Run 1, clock wires, drivers and flops:
Drawn at 3 px/um.
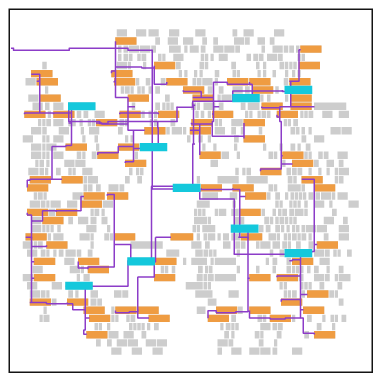
Run 1, sequential cells grouped by signal name:
Drawn at 2 px/um. Other sequential cells in the stronger grey, the rest of the logic in the fainter grey.
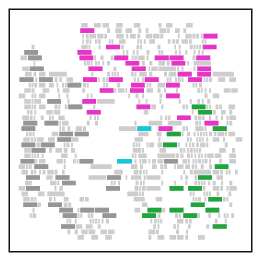
Run 1, track usage over the die:
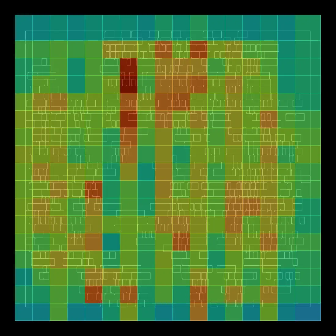
===== config.mk =====
export PLATFORM = sky130hd
export DESIGN_NAME = sram_mem_controller_flat
export DESIGN_NICKNAME = d
export VERILOG_FILES = /design/src/rtl/sram_mem_controller_if.sv /design/src/rtl/sram_mem_controller.sv /design/src/flat_wrapper.sv
export SDC_FILE = /design/constraint.sdc
export NUM_CORES = 1
export LEC_CHECK = 0
export ABC_AREA = 1
export CORE_MARGIN = 4
export CORE_UTILIZATION = 29
export DETAILED_ROUTE_END_ITERATION = 8
export PLACE_DENSITY = 0.58
export SETUP_SLACK_MARGIN = 0.1
export SYNTH_ARGS = -nofsm -noshare
export SYNTH_HDL_FRONTEND = slang
export SYNTH_SLANG_ARGS = --single-unit

===== constraint.sdc =====
create_clock -name clk -period 2.3 [get_ports clk]
set_input_delay 0.345 -clock clk [delete_from_list [all_inputs] [get_ports clk]]
set_output_delay 0.345 -clock clk [all_outputs]
set_load 0.02 [all_outputs]

===== src/rtl/sram_mem_controller_if.sv =====
// ----------------------------------------------------------------------------
// sram_mem_controller_if
//   Pipeline-side bus between the MEM stage and the SRAM controller.
//
//   Handshake: the MEM stage raises rd_en or wr_en together with address and
//   write_data, and holds all of them stable while ready=0. The access is
//   finished in the cycle where ready=1; the pipeline advances on the clock
//   edge that ends that cycle. With no request pending, ready sits at 1.
//
//   Signals
//     wr_en       master->slave  store request
//     rd_en       master->slave  load request
//     address     master->slave  byte address, bits [1:0] ignored
//     write_data  master->slave  store data
//     read_data   slave->master  load result
//     ready       slave->master  1 = MEM stage may advance
//   Modports
//     master  pipeline (MEM stage) side
//     slave   controller side
// ----------------------------------------------------------------------------
interface sram_mem_controller_if;
   logic        wr_en;
   logic        rd_en;
   logic [31:0] address;
   logic [31:0] write_data;
   logic [31:0] read_data;
   logic        ready;

   modport master (
      output wr_en, rd_en, address, write_data,
      input  read_data, ready
   );

   modport slave (
      input  wr_en, rd_en, address, write_data,
      output read_data, ready
   );
endinterface


===== src/rtl/sram_mem_controller.sv =====
// ----------------------------------------------------------------------------
// sram_mem_controller
//   Sequences a 16-bit asynchronous SRAM for the MEM stage. Each 32-bit
//   load/store becomes two half-word accesses (low half, then high half) of
//   WAIT_CYCLES clocks each, followed by a one-cycle DONE state in which
//   ready=1. Request-to-ready latency is 2*WAIT_CYCLES+1 cycles.
//
//   Ports
//     clk          rising-edge clock
//     rst          synchronous active-high reset
//     mem          pipeline bus (slave modport): wr_en, rd_en, address,
//                  write_data in; read_data, ready out
//     sram_addr    SRAM half-word address
//     sram_dq_out  data driven towards the SRAM
//     sram_dq_oe   1 = top level drives sram_dq_out onto the bus
//     sram_dq_in   data read back from the SRAM bus
//     sram_we_n    SRAM write strobe, active low
//     dbg_state    current FSM state (0 IDLE, 1 LOW, 2 HIGH, 3 DONE)
// ----------------------------------------------------------------------------
module sram_mem_controller #(
   parameter int          WAIT_CYCLES = 3,
   parameter int unsigned BASE_ADDR   = 1024,
   parameter int          SRAM_AW     = 18
) (
   input  logic                  clk,
   input  logic                  rst,
   sram_mem_controller_if.slave  mem,
   output logic [SRAM_AW-1:0]    sram_addr,
   output logic [15:0]           sram_dq_out,
   output logic                  sram_dq_oe,
   input  logic [15:0]           sram_dq_in,
   output logic                  sram_we_n,
   output logic [1:0]            dbg_state
);

   localparam int CW = $clog2(WAIT_CYCLES + 1);
   localparam logic [CW-1:0] LAST_COUNT = CW'(WAIT_CYCLES - 1);

   typedef enum logic [1:0] {
      IDLE = 2'd0,
      LOW  = 2'd1,
      HIGH = 2'd2,
      DONE = 2'd3
   } state_t;

   state_t             state_q, state_d;
   logic [CW-1:0]      count_q, count_d;
   logic               is_wr_q, is_wr_d;
   logic [SRAM_AW-2:0] word_q, word_d;
   logic [31:0]        wdata_q, wdata_d;
   logic [31:0]        read_data_q, read_data_d;

   logic [31:0]        addr_off;
   logic               last_cycle;

   // Addresses below BASE_ADDR wrap through the subtraction; the cast keeps
   // the word index modulo 2^(SRAM_AW-1).
   assign addr_off   = mem.address - 32'(BASE_ADDR);
   assign last_cycle = (count_q == LAST_COUNT);

   // State register
   always_ff @(posedge clk) begin
      if (rst) begin
         state_q     <= IDLE;
         count_q     <= '0;
         is_wr_q     <= 1'b0;
         word_q      <= '0;
         wdata_q     <= '0;
         read_data_q <= '0;
      end else begin
         state_q     <= state_d;
         count_q     <= count_d;
         is_wr_q     <= is_wr_d;
         word_q      <= word_d;
         wdata_q     <= wdata_d;
         read_data_q <= read_data_d;
      end
   end

   // Next-state logic, including operation capture and read-data sampling
   always_comb begin
      state_d     = state_q;
      count_d     = count_q;
      is_wr_d     = is_wr_q;
      word_d      = word_q;
      wdata_d     = wdata_q;
      read_data_d = read_data_q;
      case (state_q)
         IDLE: begin
            count_d = '0;
            if (mem.rd_en || mem.wr_en) begin
               // A store wins when both requests are raised.
               is_wr_d = mem.wr_en;
               word_d  = (SRAM_AW-1)'(addr_off >> 2);
               wdata_d = mem.write_data;
               state_d = LOW;
            end
         end
         LOW: begin
            if (last_cycle) begin
               count_d = '0;
               state_d = HIGH;
               if (!is_wr_q) read_data_d[15:0] = sram_dq_in;
            end else begin
               count_d = count_q + CW'(1);
            end
         end
         HIGH: begin
            if (last_cycle) begin
               count_d = '0;
               state_d = DONE;
               if (!is_wr_q) read_data_d[31:16] = sram_dq_in;
            end else begin
               count_d = count_q + CW'(1);
            end
         end
         DONE: begin
            // A request still held here belongs to the finished access; it is
            // looked at again in IDLE on the next cycle.
            count_d = '0;
            state_d = IDLE;
         end
         default: state_d = IDLE;
      endcase
   end

   // Output decode
   always_comb begin
      mem.ready   = 1'b0;
      sram_addr   = '0;
      sram_dq_out = '0;
      sram_dq_oe  = 1'b0;
      sram_we_n   = 1'b1;
      case (state_q)
         IDLE: mem.ready = !(mem.rd_en || mem.wr_en);
         LOW: begin
            sram_addr = {word_q, 1'b0};
            if (is_wr_q) begin
               sram_dq_out = wdata_q[15:0];
               sram_dq_oe  = 1'b1;
               sram_we_n   = 1'b0;
            end
         end
         HIGH: begin
            sram_addr = {word_q, 1'b1};
            if (is_wr_q) begin
               sram_dq_out = wdata_q[31:16];
               sram_dq_oe  = 1'b1;
               sram_we_n   = 1'b0;
            end
         end
         DONE: mem.ready = 1'b1;
         default: mem.ready = 1'b0;
      endcase
   end

   assign mem.read_data = read_data_q;
   assign dbg_state     = state_q;

endmodule


===== src/flat_wrapper.sv =====
// flat-port wrapper written by rule: the top's interface ports become plain ports
module sram_mem_controller_flat 
#(
   parameter int          WAIT_CYCLES = 3,
   parameter int unsigned BASE_ADDR   = 1024,
   parameter int          SRAM_AW     = 18
)
  (clk, rst, sram_addr, sram_dq_out, sram_dq_oe, sram_dq_in, sram_we_n, dbg_state, mem_wr_en, mem_rd_en, mem_address, mem_write_data, mem_read_data, mem_ready);
  sram_mem_controller_if mem_i ();
  input  logic clk;
  input  logic rst;
  output logic [SRAM_AW-1:0] sram_addr;
  output logic [15:0] sram_dq_out;
  output logic sram_dq_oe;
  input  logic [15:0] sram_dq_in;
  output logic sram_we_n;
  output logic [1:0] dbg_state;
  input wire logic [$bits(mem_i.wr_en)-1:0] mem_wr_en;
  input wire logic [$bits(mem_i.rd_en)-1:0] mem_rd_en;
  input wire logic [$bits(mem_i.address)-1:0] mem_address;
  input wire logic [$bits(mem_i.write_data)-1:0] mem_write_data;
  output wire logic [$bits(mem_i.read_data)-1:0] mem_read_data;
  output wire logic [$bits(mem_i.ready)-1:0] mem_ready;
  assign mem_i.wr_en = mem_wr_en;
  assign mem_i.rd_en = mem_rd_en;
  assign mem_i.address = mem_address;
  assign mem_i.write_data = mem_write_data;
  assign mem_read_data = mem_i.read_data;
  assign mem_ready = mem_i.ready;
  sram_mem_controller #(.WAIT_CYCLES(WAIT_CYCLES), .BASE_ADDR(BASE_ADDR), .SRAM_AW(SRAM_AW)) u_core (.clk(clk), .rst(rst), .mem(mem_i), .sram_addr(sram_addr), .sram_dq_out(sram_dq_out), .sram_dq_oe(sram_dq_oe), .sram_dq_in(sram_dq_in), .sram_we_n(sram_we_n), .dbg_state(dbg_state));
endmodule

==> qor.rpt, run 1 <==
SETUP PATH
---------------------------------------------------------------------------
Crit path DRT                                                       1960 ps
Startpoint type of the worst setup path                                flop
Critical path origin                                           u_core.dbg_state[1]$_SDFFE_PP0P_

DETAILED ROUTING
---------------------------------------------------------------------------
DRT iter0 DRCs                                                          222
Routed metal-1 wirelength                                           4.89 mm
First-pass detailed-route iteration total                                 5
Average wire length per cell after detail routing                   13.6 um
Detailed-routed wire length on met3                                 1.03 mm

DIE
---------------------------------------------------------------------------
Floorplan row count                                                      40
Area of the die                                                  0.0145 mm2
Fraction of the core area occupied by cells at floorplan              30.1%
Die Ht                                                               120 um

GLOBAL ROUTE
---------------------------------------------------------------------------
Global routing usage on met3                                          7.72%
Antenna violations before repair                                          0
Vias in the first global route                                         3636

POWER
---------------------------------------------------------------------------
Clock share of power                                                  28.7%
Post-layout power                                                   5.36 mW
Biggest power consumer among the groups                           registers
Proportion of power drawn by flip-flops and latches                   37.1%
Power per Cell Area                                              978 mW/mm2
Max VDD drop                                                       0.401 mV

SYNTH
---------------------------------------------------------------------------
Count of flip-flops with a built-in enable after synthesis                0
Synthesized instance count                                              518
Register share after synthesis                                        46.9%
Library cell with the largest summed area after synthesis      sky130_fd_sc_hd__dfxtp_1
Number of warnings printed during yosys synthesis                         0

FINAL LAYOUT
---------------------------------------------------------------------------
Most frequent cells in the layout                              sky130_fd_sc_hd__nor2_1 (161), sky130_fd_sc_hd__clkdlybuf4s50_1 (102), sky130_fd_sc_hd__dfxtp_1 (85)
Area growth from synthesis to layout                                  49.2%
Final Non-Filler Cells                                                  829
Area of all placed cells without fillers                        0.00548 mm2
Most frequently placed logic cell in the final layout          sky130_fd_sc_hd__nor2_1

STATUS
---------------------------------------------------------------------------
Result of the run                                              finished clean

CTS
---------------------------------------------------------------------------
CTS clk-pin slew, worst paths                                         60 ps
Maximum count of clock buffers along a single path                        2

WORST HOLD PATH
---------------------------------------------------------------------------
Capture endpoint of the worst hold path                        u_core.count_q[0]$_SDFF_PP0_
Number of cells traversed by the worst hold path                          1

STA
---------------------------------------------------------------------------
Setup violations, final                                                   0
Final Slew Violations                                                     0
Setup repair after global routing missed its margin                    true
Final hold violations                                                     0
Setup clock skew after layout                                       10.7 ps
Share of the cycle needed by the critical path after routing          92.7%

PLACED DESIGN
---------------------------------------------------------------------------
Worst slack, placed                                                  128 ps

RUN
---------------------------------------------------------------------------
Max Cap Viol                                                              0

About 'clock wires, drivers and flops':
- clock drivers: cyan (count 9)
- clock wires: purple (length 1150 um)
- flip-flops: orange (count 86)
- routed clock nets: 10
clock network power: 1.54 mW
Clk Latency, worst-skew pair: 340 ps

About 'sequential cells grouped by signal name':
- `u_core.wdata_q`: magenta (sequential cells 32)
- `u_core.word_q`: green (sequential cells 17)
- `u_core.dbg_state`: cyan (sequential cells 2)
- not coloured: 35
share of the final layout cell area in sequential cells: 31.5%
sequential cell power: 1.99 mW
combined flip-flop and latch cell area: 0.00172 mm2

About 'track usage over the die':
global-route track usage on met1: 18.5%
met2 Use GR: 25.1%

-- run 1: kinds of logic (layout without fill, tap and decap cells) --
logic type                 after synthesis  count (layout)  synth area share (%)
adders and majority gates                7               7                  2.39
and+or+nand+nor                        232             232                  25.0
DFF                                     86              86                  46.9
AOI/OAI and AO/OA                      118             118                  16.1
buffers and inverters                   74             217                  9.34
xor gates and xnor gates                 1               1                 0.239
-- run 1: layout make-up --
class | instances | area, um2
inverters | 46 | 183
clock inverters | 6 | 86.3
clock buffers | 10 | 229
repair buffers | 155 | 1430
flip-flops and latches | 86 | 1720
well taps | 168 | 210
multi-input cells | 358 | 1610
fillers | 1304 | 6740
-- run 1: repair_timing --
item | in CTS | in global routing
cloned | 0 | 0
setup endpoints to repair | 37 | 33
hold buffers | 0 | 0
resized | 95 | 34
Run 1, met3 routing:
Drawn at 2 px/um. Cells faint in the background.
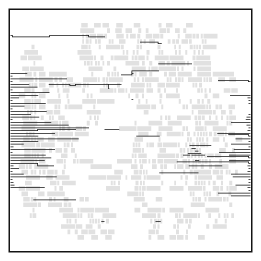

--- run 2 (diff from run 1) ---
--- a/config.mk
+++ b/config.mk
@@ -9,8 +9,10 @@
 export CORE_MARGIN = 4
 export CORE_UTILIZATION = 29
 export DETAILED_ROUTE_END_ITERATION = 8
-export PLACE_DENSITY = 0.58
+export DONT_BUFFER_PORTS = 1
+export PLACE_DENSITY = 0.43
 export SETUP_SLACK_MARGIN = 0.1
+export SLEW_MARGIN = 20
 export SYNTH_ARGS = -nofsm -noshare
 export SYNTH_HDL_FRONTEND = slang
 export SYNTH_SLANG_ARGS = --single-unit
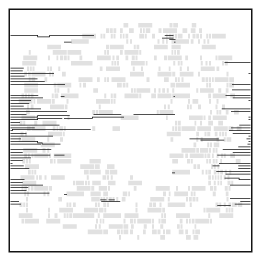
Run 2: met3 routing
Drawn at 2 px/um. Cells faint in the background.
- wire length on this layer: 1010 um
- nets with wire on the layer: 84
- longest straight run: 39.1 um
global routing usage on met3: 5.89%
routed via count: 3296
sum of routed wire length over all layers: 10.5 mm

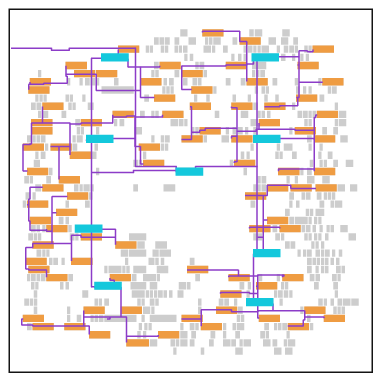
Run 2: clock wires, drivers and flops
Drawn at 3 px/um.
clock network power: 1.55 mW
clock share of power: 30.3%

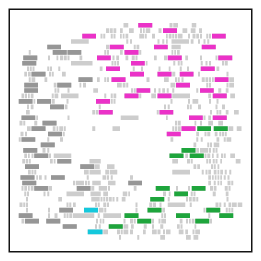
Run 2: sequential cells grouped by signal name
Drawn at 2 px/um. Other sequential cells in the stronger grey, the rest of the logic in the fainter grey.
- `u_core.wdata_q`: magenta (sequential cells 32)
- `u_core.dbg_state`: cyan (sequential cells 2)
- `u_core.word_q`: green (sequential cells 17)
share of the final layout cell area in sequential cells: 38.9%
Post-Route Utilization: 36.2%
sequential cell power: 2.03 mW

==> run 2 against run 1 <==
Compared with the run above:
- sequential power increased by 2%
- wire length shrank 6.4%
- register-to-register slack worse by 110 ps
- maximum frequency up 0.83%
- synthesized area is the same
- clock power about the same
- critical endpoint is now sram_dq_out[1]
==> qor.rpt, run 2 <==
STATUS
----------------------------------------------------------------------------
Result of the run                                               finished clean

POWER
----------------------------------------------------------------------------
Post-layout power                                                    5.13 mW   -4.3%
Switching part of the total                                            35.2%
Power per Cell Area                                              1160 mW/mm2   +19%
Proportion of power drawn by flip-flops and latches                    39.7%   +2.6 points
Max VDD drop                                                        0.363 mV   -9.5%
Net switching power                                                  1.80 mW
Comb power frac                                                        30.0%

SYNTH
----------------------------------------------------------------------------
Dominant non-sequential cell family after synthesis             simple AND/OR/NAND/NOR gates
Mux contribution to synthesized area                                      0%   unchanged
Library cell with the largest summed area after synthesis       sky130_fd_sc_hd__dfxtp_1
Count of flip-flops with a built-in enable after synthesis                 0   unchanged
Synthesized instance count                                               518   unchanged
XOR Share, Synth                                                      0.239%   unchanged
Register share after synthesis                                         46.9%   unchanged
Cell area after synthesis                                        0.00367 mm2
Share of synthesized cell area in and, or, nand and nor gates          25.0%   unchanged
Distinct cell type count of the synthesized netlist                       19
Fa+ha+maj area frac                                                    2.39%   unchanged
Mapped Nets                                                              609
Area share of and-or/or-and cells after synthesis                      16.1%   unchanged
Number of warnings printed during yosys synthesis                          0   unchanged
Avg Cell Area, Syn                                                  7.08 um2

FINAL LAYOUT
----------------------------------------------------------------------------
Area used by multi-input combinational logic                     0.00163 mm2   +1.3%
Number of clock buffers in the layout                                     12   +2
Fraction of area in clock buffers and inverters                        7.13%   +1.4 points
Area of all placed cells without fillers                         0.00442 mm2   -19%
Final Non-Filler Cells                                                   720   -13%
Combined flip-flop and latch cell area                           0.00172 mm2   unchanged
Non-clock buffer contribution to total cell area                       8.06%   -18 points
Share of layout cells above drive strength 1                           14.2%
Most frequent cells in the layout                               sky130_fd_sc_hd__nor2_1 (161), sky130_fd_sc_hd__dfxtp_1 (85), sky130_fd_sc_hd__o21ai_0 (63)
Area growth from synthesis to layout                                   20.6%
Max-area cell class                                             sequential cells
Total of plain and repair buffers excluding clock buffers                 46   -70%
Number of ordinary inverters in the final layout                          46   unchanged
Most frequently placed logic cell in the final layout           sky130_fd_sc_hd__nor2_1
Net total in the final layout                                            638
Number of sequential storage elements                                     86   unchanged
Logic gate fraction of the total cell area                             36.9%   +7.5 points
FILL cells                                                              1325   +1.6%
Logic Gate Count                                                         358   unchanged

GLOBAL ROUTE
----------------------------------------------------------------------------
Met2 Use GR                                                            22.4%   -2.8 points
Wire length of the first global-routing pass                         16.4 mm
Global-route track usage on met1                                       17.3%   -1.1 points
Vias in the first global route                                          3184   -12%
Antenna violations before repair                                           0   unchanged

STA
----------------------------------------------------------------------------
Final Slew Violations                                                      0   unchanged
Share of the cycle needed by the critical path after routing           91.9%   -0.76 points
Final hold violations                                                      0   unchanged
Setup clock skew after layout                                        8.35 ps   -2.32 ps
Setup violations, final                                                    0   unchanged
Setup repair after global routing missed its margin                     true

CTS
----------------------------------------------------------------------------
CTS clk-pin slew, worst paths                                          60 ps   about the same
Maximum count of clock buffers along a single path                         2   unchanged
Clk Latency, worst-skew pair                                          340 ps   about the same
Cell at the root of the clock tree                              sky130_fd_sc_hd__clkbuf_16
Hold bufs inserted after CTS                                               0   unchanged

RUN
----------------------------------------------------------------------------
Max Cap Viol                                                               0   unchanged

SETUP PATH
----------------------------------------------------------------------------
Startpoint type of the worst setup path                                 flop
Critical path origin                                            u_core.dbg_state[1]$_SDFFE_PP0P_
CP Capture Point                                                sram_dq_out[1]
Crit path DRT                                                        1960 ps   about the same
Worst reg2reg startpoint                                        u_core.dbg_state[0]$_SDFFE_PP0P_
Cell type of the slowest stage on the worst timing path         sky130_fd_sc_hd__dfxtp_1
Flop-to-flop setup slack                                              640 ps

DIE
----------------------------------------------------------------------------
Number of well taps                                                      168   unchanged
Area of the die                                                   0.0145 mm2   unchanged
Die Ht                                                                120 um   unchanged
Floorplan row count                                                       40   unchanged
Fraction of the core area occupied by cells at floorplan               30.1%   unchanged

DETAILED ROUTING
----------------------------------------------------------------------------
Average wire length per cell after detail routing                    14.6 um   +7.8%
Vias per Instance                                                       4.58
First-pass detailed-route iteration total                                  4   -1
DRT iter0 DRCs                                                           194   -13%

WORST HOLD PATH
----------------------------------------------------------------------------
Capture endpoint of the worst hold path                         u_core.mem.read_data[3]$_SDFFE_PP0P_
Number of cells traversed by the worst hold path                           2   +1

PLACED DESIGN
----------------------------------------------------------------------------
Worst slack, placed                                                   291 ps   +163 ps

-- run 2: cell counts after synthesis --
No cell type changed its count.
-- run 2: metal layers --
layer  share of wire, %  vias up
met4                1.7        0
met3                9.6       11
met1                 43     1486
li1                   -     1689
met2                 45      110
met5                  0        -
-- run 2: power by group through the flow --
stage                     Clock [mW]  Combinational, mW  Sequential (mW)
after floorplan                    0               1.10             2.04
after CTS                       1.61               1.54             2.03
after global placement             0               1.47             2.06
final                           1.55               1.54             2.03
after global routing            1.67               1.74             2.08
after detailed placement           0               1.50             2.07
-- run 2: what timing repair did --
action,4_1_cts,5_1_grt
resized,3,6
endpoints found under the setup margin,28,32
cloned,0,0
pin swaps,0,0
Run 2, track usage over the die:
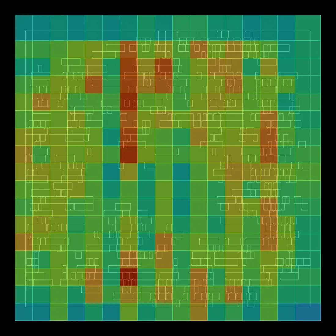

--- run 3 (diff from run 2) ---
==> constraint.sdc (replaced) <==
create_clock -name clk -period 2.2 [get_ports clk]
set_input_delay 0.33 -clock clk [delete_from_list [all_inputs] [get_ports clk]]
set_output_delay 0.33 -clock clk [all_outputs]
set_load 0.02 [all_outputs]
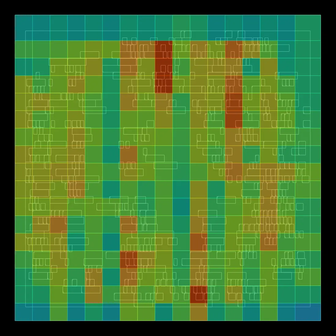
Run 3: track usage over the die
total track usage: 14.5%
met2 Use GR: 22.5%
global-route track usage on met1: 17.3%
Post-Route Utilization: 37.6%
average wire length per cell after detail routing: 14.4 um

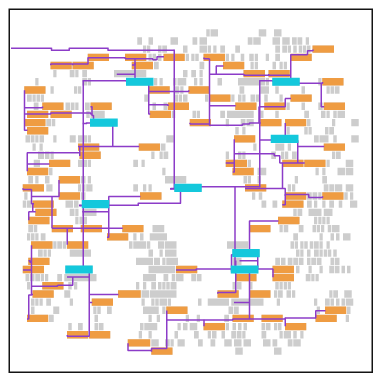
Run 3: clock wires, drivers and flops
Drawn at 3 px/um.
clock network power: 1.79 mW
setup clock skew after layout: 7.26 ps

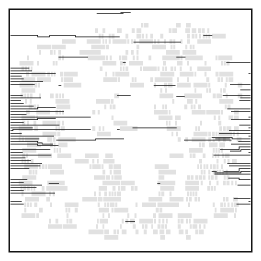
Run 3: met3 routing
Drawn at 2 px/um. Cells faint in the background.
- wire length on this layer: 1140 um
- main direction: horizontal
- longest straight run: 39.8 um
- nets with wire on the layer: 84
global routing usage on met3: 6.27%
sum of routed wire length over all layers: 10.4 mm
routed via count: 3318

==> run 3 against run 2 <==
Compared with the run above:
- global-route usage is 0.14 points higher
- hold slack worse by 15 ps
- critical path type unchanged
- via count is 0.67% higher
- cell count is 0.42% higher
- count of clock-buffer cells in the layout is 1 lower
- flip-flop count stayed put
==> qor.rpt, run 3 <==
CTS
----------------------------------------------------------------------------
CTS clk-pin slew, worst paths                                          60 ps   about the same
Count of cells resized by post-cts repair                                 12   +9
Clk Latency, worst-skew pair                                          340 ps   about the same
Maximum count of clock buffers along a single path                         2   unchanged
Hold bufs inserted after CTS                                               0   unchanged
Cell at the root of the clock tree                              sky130_fd_sc_hd__clkbuf_16

DETAILED ROUTING
----------------------------------------------------------------------------
Post-route ant nets                                                        0
Highest routed layer                                                    met4
DRT iter0 DRCs                                                           140   -28%
First-pass detailed-route iteration total                                  4   unchanged
Vias per Instance                                                       4.59   +0.25%
Routed length on met2                                                4.56 mm   -4.7%
Routed metal-1 wirelength                                            4.49 mm   -1.3%
Detailed-routed wire length on met3                                  1.14 mm   +13%

FINAL LAYOUT
----------------------------------------------------------------------------
Share of layout cells above drive strength 1                           16.5%   +2.3 points
Most frequently placed logic cell in the final layout           sky130_fd_sc_hd__nor2_1
Final Non-Filler Cells                                                   723   +0.42%
FILL cells                                                              1328   +0.23%
Area of all placed cells without fillers                         0.00459 mm2   +3.8%
Area used by multi-input combinational logic                     0.00167 mm2   +2.1%
Area growth from synthesis to layout                                   25.2%
Most frequent cells in the layout                               sky130_fd_sc_hd__nor2_1 (161), sky130_fd_sc_hd__dfxtp_1 (84), sky130_fd_sc_hd__o21ai_0 (63)
Combined flip-flop and latch cell area                           0.00172 mm2   about the same
Net total in the final layout                                            639   +0.16%

SYNTH
----------------------------------------------------------------------------
Area share of and-or/or-and cells after synthesis                      16.1%   unchanged
Share of synthesized cell area in and, or, nand and nor gates          25.0%   unchanged
Cell total in the yosys stat output                                      518
XOR Share, Synth                                                      0.239%   unchanged
Flip-flop and latch count after synthesis                                 86
Library cell with the largest summed area after synthesis       sky130_fd_sc_hd__dfxtp_1
Most common cell in the netlist                                 sky130_fd_sc_hd__nor2_1
Cell area after synthesis                                        0.00367 mm2   unchanged
Share of synthesized registers carrying an async set or reset             0%
Dominant non-sequential cell family after synthesis             simple AND/OR/NAND/NOR gates
Number of warnings printed during yosys synthesis                          0   unchanged
Distinct cell type count of the synthesized netlist                       19   unchanged
Mapped Nets                                                              609   unchanged
Mux contribution to synthesized area                                      0%   unchanged
Fa+ha+maj area frac                                                    2.39%   unchanged
Synthesized instance count                                               518   unchanged
Avg Cell Area, Syn                                                  7.08 um2   unchanged
Count of flip-flops with a built-in enable after synthesis                 0   unchanged
Register share after synthesis                                         46.9%   unchanged

STA
----------------------------------------------------------------------------
Final hold violations                                                      0   unchanged
Maximum clock frequency                                              497 MHz
Minimum period implied by the final worst setup slack                2010 ps
Setup repair after global routing missed its margin                    false
Setup violations, final                                                    0   unchanged
Final Slew Violations                                                      0   unchanged
Share of the cycle needed by the critical path after routing           91.4%

SETUP PATH
----------------------------------------------------------------------------
Critical path origin                                            u_core.dbg_state[0]$_SDFFE_PP0P_
CP Data Arrival Time                                                 1680 ps
Startpoint type of the worst setup path                                 flop
Worst reg2reg startpoint                                        u_core.dbg_state[0]$_SDFFE_PP0P_
Flop-to-flop setup slack                                              590 ps   -50 ps
Critical Path End Type                                           output port
Worst r2r path cells                                                       7
Crit path DRT                                                        1870 ps   -90 ps
CP Capture Point                                                sram_dq_out[6]

DIE
----------------------------------------------------------------------------
Std-Cell Core Area                                                0.0122 mm2
Die Ht                                                                120 um   unchanged
Floorplan row count                                                       40   unchanged
Fraction of the core area occupied by cells at floorplan               30.1%   unchanged
Area of the die                                                   0.0145 mm2   unchanged

POWER
----------------------------------------------------------------------------
Clock share of power                                                   31.5%   +1.2 points
Proportion of power drawn by flip-flops and latches                    37.5%   -2.2 points
Net switching power                                                  1.94 mW   +7.9%
Switching part of the total                                            34.3%   -0.83 points
Power per Cell Area                                              1230 mW/mm2   +6.4%
Sequential cell power                                                2.13 mW   +5%
Leak                                                                 2.02 nW
Combinational cell power                                             1.75 mW   +14%
Post-layout power                                                    5.67 mW   +10%
Biggest power consumer among the groups                            registers
Max VDD drop                                                        0.513 mV   +41%
Comb power frac                                                        30.9%   +0.9 points

GLOBAL ROUTE
----------------------------------------------------------------------------
Vias in the first global route                                          3283   +3.1%
Antenna violations before repair                                           0   unchanged
Wire length of the first global-routing pass                         16.6 mm   +1.4%
Maximum number of pins on one net before global-route repair              74

PLACED DESIGN
----------------------------------------------------------------------------
Worst slack, placed                                                   250 ps   -41.0 ps
Placement-stage cell area                                        0.00410 mm2
DP HPWL                                                              7.12 mm
Placed Cells incl. Taps                                                  703

STATUS
----------------------------------------------------------------------------
Result of the run                                               finished clean

WORST HOLD PATH
----------------------------------------------------------------------------
Capture endpoint of the worst hold path                         u_core.mem.read_data[30]$_SDFFE_PP0P_
Number of cells traversed by the worst hold path                           2   unchanged

RUN
----------------------------------------------------------------------------
Max Cap Viol                                                               0   unchanged

==> run 3: cell type report <==
cell class	instances	area share (%)
clock buffers	11	5.50
inverters	46	3.98
diodes	2	0.109
clock inverters	5	2.26
flip-flops and latches	86	37.5
multi-input cells	358	36.3
well taps	168	4.58
repair buffers	47	9.70
==> run 3: critical path, stage by stage (launching register included) <==
cell and delay (ps):
sky130_fd_sc_hd__dfxtp_2 360, sky130_fd_sc_hd__inv_2 80, sky130_fd_sc_hd__ha_4 310, sky130_fd_sc_hd__nand2_4 90, sky130_fd_sc_hd__clkbuf_16 190, sky130_fd_sc_hd__a21oi_1 140
sky130_fd_sc_hd__buf_4 170
No activity file was given, so power comes from the tool's default toggle rates.
